==> config.mk <==
export PLATFORM = sky130hd
export DESIGN_NAME = line_assembly_arbiter
export DESIGN_NICKNAME = d
export VERILOG_FILES = /design/src/rtl/lac_pkg.sv /design/src/rtl/word_shift_reg.sv /design/src/rtl/line_assembly_arbiter.sv
export SDC_FILE = /design/constraint.sdc
export NUM_CORES = 1
export LEC_CHECK = 0
export CAP_MARGIN = 5
export CORE_UTILIZATION = 30
export DETAILED_ROUTE_END_ITERATION = 8
export GPL_TIMING_DRIVEN = 0
export PLACE_DENSITY = 0.72
export SLEW_MARGIN = 40
export SYNTH_ARGS = -nofsm -noshare
export SYNTH_HDL_FRONTEND = slang
export SYNTH_HIERARCHICAL = 1
export SYNTH_SLANG_ARGS = --single-unit
==> constraint.sdc <==
create_clock -name Clk -period 2 [get_ports Clk]
set_input_delay 0.4 -clock Clk [delete_from_list [all_inputs] [get_ports Clk]]
set_output_delay 0.4 -clock Clk [all_outputs]
set_load 0.01 [all_outputs]
==> src/rtl/lac_pkg.sv <==
// Shared types and default geometry for the line assembly arbiter.
package lac_pkg;

    typedef enum logic [1:0] {
        IDLE    = 2'd0,
        COLLECT = 2'd1,
        HOLD    = 2'd2
    } state_e;

    localparam int LAC_WORD_W         = 32;
    localparam int LAC_WORDS_PER_LINE = 4;
    localparam int LAC_LINE_W         = LAC_WORD_W * LAC_WORDS_PER_LINE;

endpackage

==> src/rtl/word_shift_reg.sv <==
// Line register: each accepted word enters the top slot while older words move down.
module word_shift_reg #(
    parameter int WORD_W = 32,
    parameter int LINE_W = 128
) (
    input  logic              Clk,
    input  logic              Reset,
    input  logic              shift_en,
    input  logic [WORD_W-1:0] word_in,
    output logic [LINE_W-1:0] line_out
);

    logic [LINE_W-1:0] line_d;
    logic [LINE_W-1:0] line_q;

    always_comb begin
        line_d = line_q;
        if (shift_en) begin
            line_d = {word_in, line_q[LINE_W-1:WORD_W]};
        end
    end

    always_ff @(posedge Clk) begin
        if (Reset) begin
            line_q <= '0;
        end else begin
            line_q <= line_d;
        end
    end

    assign line_out = line_q;

endmodule

==> src/rtl/line_assembly_arbiter.sv <==
// Round-robin arbiter that lets one core at a time stream a full line of words,
// then offers the assembled line downstream tagged with the owner index.
//
// Handshakes: a word transfers on a cycle where req_valid[i] & req_ready[i];
// a line transfers on a cycle where line_valid & line_ready. Valid, once high,
// holds its payload stable until the transfer; ready is driven from state only.
module line_assembly_arbiter
    import lac_pkg::*;
#(
    parameter int NUM_REQ        = 4,
    parameter int WORD_W         = LAC_WORD_W,
    parameter int WORDS_PER_LINE = LAC_WORDS_PER_LINE,
    parameter int LINE_W         = WORD_W * WORDS_PER_LINE,
    parameter int OWN_W          = $clog2(NUM_REQ)
) (
    input  logic                      Clk,
    input  logic                      Reset,
    input  logic [NUM_REQ-1:0]        req_valid,
    input  logic [NUM_REQ*WORD_W-1:0] req_data,
    output logic [NUM_REQ-1:0]        req_ready,
    output logic                      line_valid,
    output logic [LINE_W-1:0]         line_data,
    output logic [OWN_W-1:0]          line_owner,
    input  logic                      line_ready,
    output logic                      busy,
    output state_e                    dbg_state
);

    localparam int CNT_W = $clog2(WORDS_PER_LINE) + 1;
    localparam logic [CNT_W-1:0] LAST_CNT = CNT_W'(WORDS_PER_LINE - 1);

    state_e             state_q,  state_d;
    logic [OWN_W-1:0]   rr_ptr_q, rr_ptr_d;
    logic [OWN_W-1:0]   owner_q,  owner_d;
    logic [CNT_W-1:0]   count_q,  count_d;

    logic               grant_valid;
    logic [OWN_W-1:0]   grant_idx;
    logic [OWN_W-1:0]   scan_idx;
    logic               accept;
    logic [WORD_W-1:0]  owner_word;

    // Scan from rr_ptr upward; the index wraps because NUM_REQ is a power of 2.
    always_comb begin
        grant_valid = 1'b0;
        grant_idx   = '0;
        scan_idx    = '0;
        for (int i = 0; i < NUM_REQ; i++) begin
            scan_idx = rr_ptr_q + OWN_W'(i);
            if (!grant_valid && req_valid[scan_idx]) begin
                grant_valid = 1'b1;
                grant_idx   = scan_idx;
            end
        end
    end

    assign accept     = (state_q == COLLECT) && req_valid[owner_q];
    assign owner_word = req_data[owner_q*WORD_W +: WORD_W];

    always_comb begin
        state_d  = state_q;
        rr_ptr_d = rr_ptr_q;
        owner_d  = owner_q;
        count_d  = count_q;
        case (state_q)
            IDLE: begin
                if (grant_valid) begin
                    owner_d  = grant_idx;
                    rr_ptr_d = grant_idx + OWN_W'(1);
                    count_d  = '0;
                    state_d  = COLLECT;
                end
            end
            COLLECT: begin
                if (accept) begin
                    count_d = count_q + CNT_W'(1);
                    if (count_q == LAST_CNT) begin
                        state_d = HOLD;
                    end
                end
            end
            HOLD: begin
                if (line_ready) begin
                    state_d = IDLE;
                end
            end
            default: state_d = IDLE;
        endcase
    end

    always_ff @(posedge Clk) begin
        if (Reset) begin
            state_q  <= IDLE;
            rr_ptr_q <= '0;
            owner_q  <= '0;
            count_q  <= '0;
        end else begin
            state_q  <= state_d;
            rr_ptr_q <= rr_ptr_d;
            owner_q  <= owner_d;
            count_q  <= count_d;
        end
    end

    word_shift_reg #(
        .WORD_W (WORD_W),
        .LINE_W (LINE_W)
    ) u_line (
        .Clk      (Clk),
        .Reset    (Reset),
        .shift_en (accept),
        .word_in  (owner_word),
        .line_out (line_data)
    );

    always_comb begin
        req_ready = '0;
        if (state_q == COLLECT) begin
            req_ready[owner_q] = 1'b1;
        end
    end

    assign line_valid = (state_q == HOLD);
    assign line_owner = owner_q;
    assign busy       = (state_q != IDLE);
    assign dbg_state  = state_q;

endmodule

Met1 routing:
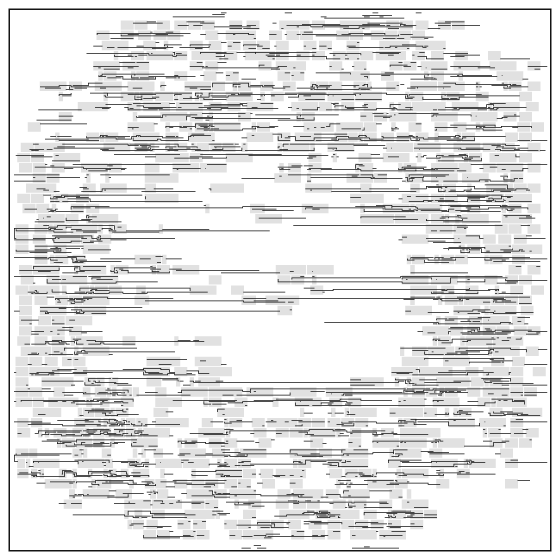
nets with wire on the layer: 847
main direction: horizontal
longest straight run: 60.3 microns
share of all routed wire: 43%
wire length on this layer: 8420 microns

The metal 2 layer:
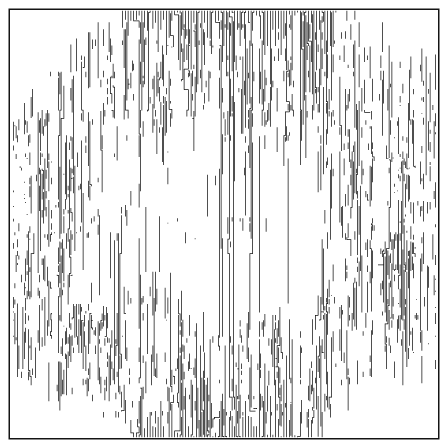
wire length on this layer: 9580 microns
longest straight run: 126 microns

==> run notes <==
impl run done, here's what came out: fmax 0.5194 GHz, max-slew violations 0, Reg2Reg Setup Slack approximately 0.075 ns, max cap viols 0, Die H about 140 microns, Max-area cell class non-clock buffers, Layout Skew between 0.01 and 0.015 ns, mapped cell area approximately 6000 sq um, RSZ-0062 raised after global routing no, Levels on crit path 6, n_diodes 1, final hold vios 0, yosys warning tally 6, Signal buf overhead 0.3249, Register Area between 2000 and 3000 sq um, Top power group the clock network, peak supply drop 0.0005762 V, Fin Hold WS between 0.3 and 0.4 ns, Largest cells by area dfxtp_1 45%, mux2i_1 21%, mux4_2 12%, nor2_1 8.9%, buf_12 4.3%, row count slightly above 50, DP HPWL approximately 15 mm, crit path cell chain buf_6, buf_4, clkdlybuf4s15_2, mux4_2, mux2i_1, nor2_1, count of cell types in the netlist 39, logic area between 2000 and 3000 sq um, CLK BUF 18, Floorplan Nets 667, net switching power about 2.1 mW, Int Power about 5.6 mW, Plain + repair buffers between 300 and 400, fin crit share 0.9627, routed vias around 5100, WL/cell 17.59 microns, die span in x 144.1 microns, Max stage delay on crit path just under 0.5 ns, CP top delay family buffers and inverters, CTS tree done, met1 usage in global routing 0.2282, non-filler instance count after layout about 1100, fin area between 9000 and 10000 sq um, CTS resizes 28, Final Util 0.4983, final WL about 19 mm, Final ANT Viol Nets 0, Top cell area share 0.4527, port bufs around 270, Hold Path Class input port to flip-flop, Non-clk invs 5, met2 Use GR 0.3171, Least-Margin Pin Slew ~0.64 ns, most frequent cells in the layout 261 x clkdlybuf4s50_1, 143 x nor2_1, 135 x dfxtp_1, Flops about 140, combinational power 1.67 mW, status finished, final reports clean, WHS Path Cells 2, gpl congestion 0.7638, Critical Path RT 2.29 ns, gr busiest metal met2, Avg Vias per Cell approximately 4.6, Latency at later pin between 0.4 and 0.5 ns, synthesized instance count around 530, # Taps around 270, Dominant flop cell dfxtp_1, Crit Path Max Fanout 12, layout cells sized above 1 0.1314, CP Buf/Inv Count 3, Post-DP Area 9102 sq um, sequential power about 2.9 mW, crit path DAT between 2 and 2.5 ns, DRT Pass-1 Iters 4, yosys cell count 530, setup violators final 0, vias in the first global route slightly below 5000, DRT iter0 DRCs 171, number of I/O pins 273, hold path endpoint dbg_state[1], Max-slew headroom 0.5727, Sw Ratio 0.2740, CTS Root Buffer Type clkbuf_16, Clk network pwr share 0.407, worst r2r dst u_line/line_out[108], multi-input gate share of total cell area 0.2978, sequential cell area share 0.2805, EDFF count, synth 0, DR WL met2 between 9 and 10 mm, most numerous logic cell after layout clkdlybuf4s50_1, Crit. End Element flip-flop, Flop pwr share 0.377, CTS Sinks roughly 140, Post-route DRC 0, Post-synth ARST share 0, die area 20770 sq um, R2R Path Start line_owner[1], Clock buf/inv share 0.06081, met3 Track Usage GR 0.03808, area grow syn2layout 61.67%, met3 routed WL approximately 1.1 mm, GR Util All Layers 0.1854, CTS buffer count 17, type of origin of the critical path flip-flop, met1 WL roughly 8.4 mm, clk slew on worst S/H paths 0.06 ns, cts hold-fix bufs 0, Setup WS post-layout approximately 0.075 ns, MI comb cells between 300 and 400, largest net degree at the start of global routing 17
M4 wires:
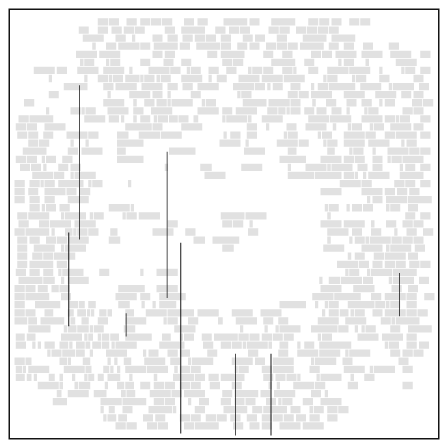
wire length on this layer: 272 microns
main direction: vertical
share of all routed wire: 1.4%
longest straight run: 63.9 microns
nets with wire on the layer: 7

Cell density map:
Scale bar: 50 microns. The die is cut into 14 by 14 equal tiles; dark blue is low, red is high, 0 to 100% covered.
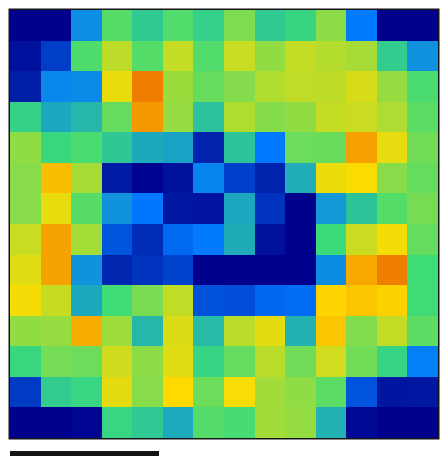
tiles over 75% full: 7.1%
emptiest ninth of the die: centre
nearly empty tiles: 8.7%

## logic make-up after synthesis
kind of cell             Yosys count  share of synthesized area
buffers and inverters             44                    0.06712
multiplexers                     164                     0.3393
adder cells (fa/ha/maj)            2                   0.004130
AND-OR/OR-AND                     16                    0.02251
AND/OR/NAND/NOR                  165                     0.1113
XOR/XNOR                           2                   0.002892
flip-flops                       137                     0.4527
## worst max-delay path by stage
stage                      endpoint  slack, ns           from
2_1_floorplan  u_line/line_out[100]       0.25  line_owner[0]
3_3_place_gp           req_ready[2]      -0.44  line_owner[1]
3_5_place_dp    u_line/line_out[32]      -0.49   req_valid[3]
4_1_cts         u_line/line_out[32]      0.007   req_valid[2]
5_1_grt        u_line/line_out[108]       0.01  line_owner[1]
6_report       u_line/line_out[108]       0.07  line_owner[1]
No activity file was given, so power comes from the tool's default toggle rates.
